Figure 1. Signal wires on met1.
Supply wires on this layer in gray.
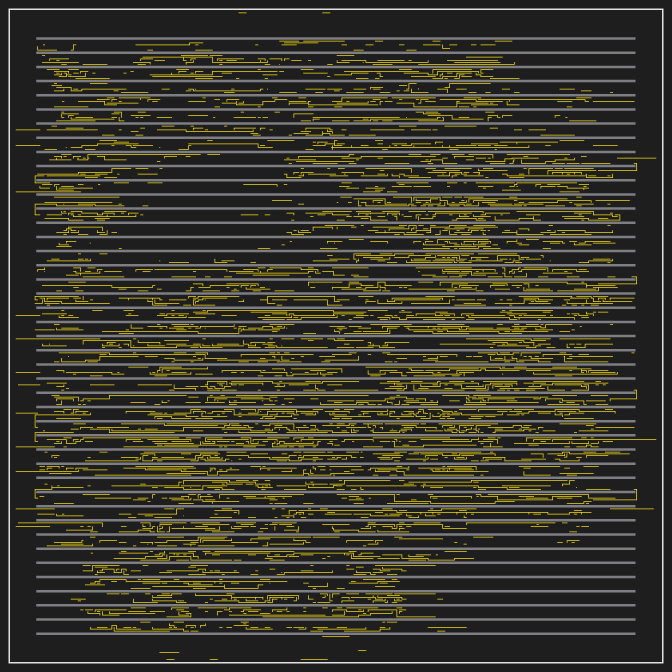
Figure 2. Wire density map.
25 x 25 tiles, from black (low) to pale yellow (high), scaled to the fullest tile. Values are wire area over tile area, all layers added.
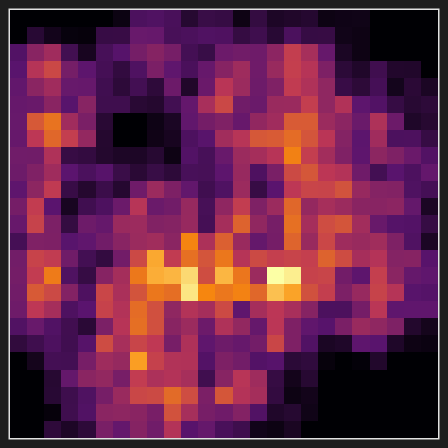
Figure 3. Cell placement.
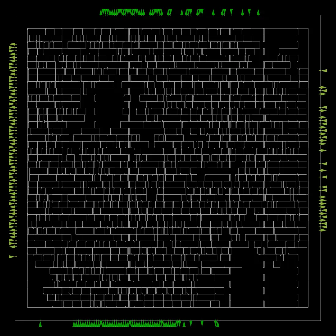
Figure 4. Placed cells, one color a class.
Scale bar: 50 um. Fill, decap, tap and diode cells in gray.
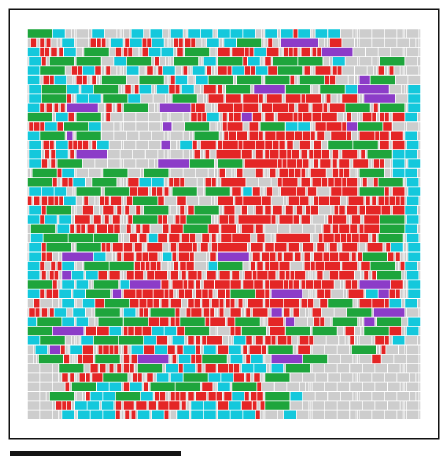
Figure 5. Routed metal, one color a layer.
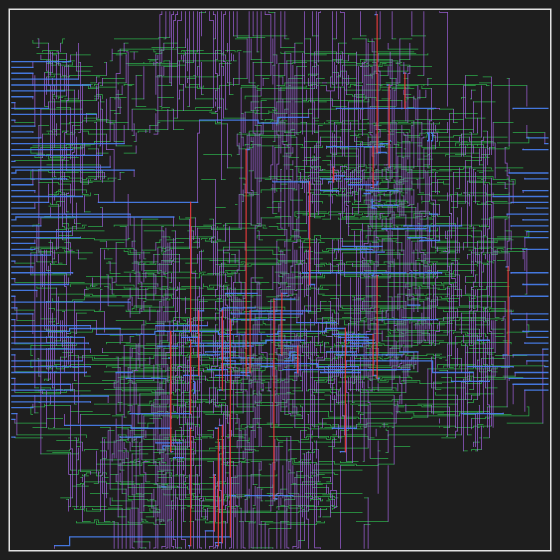
Design atm_session_ctrl, sky130hd; sources not shown.
==> ds_physical_params.txt <==
Implementation parameters

Parameter                              Value

Synthesis
  Top cells by area    sky130_fd_sc_hd__dfxtp_1, sky130_fd_sc_hd__nand2_1, sky130_fd_sc_hd__a21oi_1
  Chip area from the yosys synthesis statistics    7029 um2
  Most used flip-flop cell    sky130_fd_sc_hd__dfxtp_1
  Synthesized instance count    873
  Synth Area in Adders    6.800%
  Simple-Gate Fraction of Synth Area    22.46%
  Area fraction in mux cells    2.581%
  Leading post-synthesis cells by instance count    sky130_fd_sc_hd__nand2_1, sky130_fd_sc_hd__dfxtp_1, sky130_fd_sc_hd__a21oi_1
  Proportion of register bits with asynchronous set or reset after synthesis    0%
  Number of warning messages in the yosys log    0
  Area share of the largest cell type after synthesis    35.88%
  Synthesized-area fraction occupied by xor and xnor cells    4.984%
  Syn Area/Cell    8.052 um2
  Most frequent cell after synthesis    sky130_fd_sc_hd__nand2_1

Final layout
  Clock buf count    17
  Flip-flops    126
  Fraction of area in registers    26.49%
  Combinational fraction of the cell area    43.47%
  P&R area growth vs syn    35.44%
  Non-clock buffer total of the final layout    195
  Max FFs per register    32
  Largest cell class    multi-input combinational cells
  Final #Nets    1188

Run
  Number of maximum-capacitance violations    0
  Stage-log warning count    43

GRT
  Busiest grt layer    met2
  Overall overflow remaining after global route    0
  Met2 Use GR    43.85%
  Maximum number of pins on one net before global-route repair    59
  Number of antenna violations at the first check in global routing    0

Place
  Routability congestion estimate    0.9065
  Number of input and output port buffers inserted    190

CTS
  Clock Sink Count    126
  Clock root buffer master    sky130_fd_sc_hd__clkbuf_16
  CTS tree    built
  Cts hold-fix bufs    0
  Clock-pin slew on the worst setup and hold paths    60 ps
  Number of setup buffers added after CTS    0

Power
  Reported sequential group power    1.02 mW
  Power drawn by the combinational cells    664 uW

Worst hold path
  Min-Delay Path Depth    1
  Class of the tightest hold or removal check    reg2reg

Timing
  Number of hold violations in the final report    0
  Timing-limited maximum frequency    276.2 MHz
  Final period demand of the worst path    3621 ps
  Count of final max-slew check failures    0
  Transition time at the pin with the least slew margin    1045 ps
  Final setup TNS    0 ps
  Unrepaired setup endpoints after global routing    false
  Number of setup violations in the final report    0

Worst setup path
  CP top delay family    simple AND/OR/NAND/NOR gates
  Kind of critical path    reg2reg
  Reg2Reg Setup Slack    1980 ps
  Number of gates on the worst path with buffers counted    9
  Standard cell with the maximum stage delay on the critical path    sky130_fd_sc_hd__nand4_1

Floorplanning
  Total die size    15670 um2
  Die height    125.2 um
  FP Core Util    53.50%
  Tap Cells    176

Outcome
  Result of the run    complete, no violations
Notes on Figure 1 above:
share of all routed wire	39%
main direction	horizontal
Total Routed Length: 20590 um
GR Util met1: 29.48%
via count: 6974

Notes on Figure 2 above:
emptiest ninth of the die	bottom right
densest ninth of the die	middle
mean over tiles	0.22
nearly empty tiles	11%
total routing resource utilization after global routing: 25.71%
wire length per cell after detailed routing: 16.84 um

Notes on Figure 3 above:
Non-Filler Instances: 1223
total of fill cells in the finished design: 973

Notes on Figure 4 above:
color	class	cells
red	remaining logic cells	695
green	registers	126
cyan	remaining buffers and delay cells	195
purple	clock drivers and dummy loads	31
post-route cell area: 9520 um2
Core Rows: 42
Post-Route Utilization: 72.47%

Notes on Figure 5 above:
color	layer	wire length
blue	M3	1760 um
purple	M2	10100 um
red	M4	564 um
green	M1	8130 um

Power is estimated from default activity; no workload was simulated.
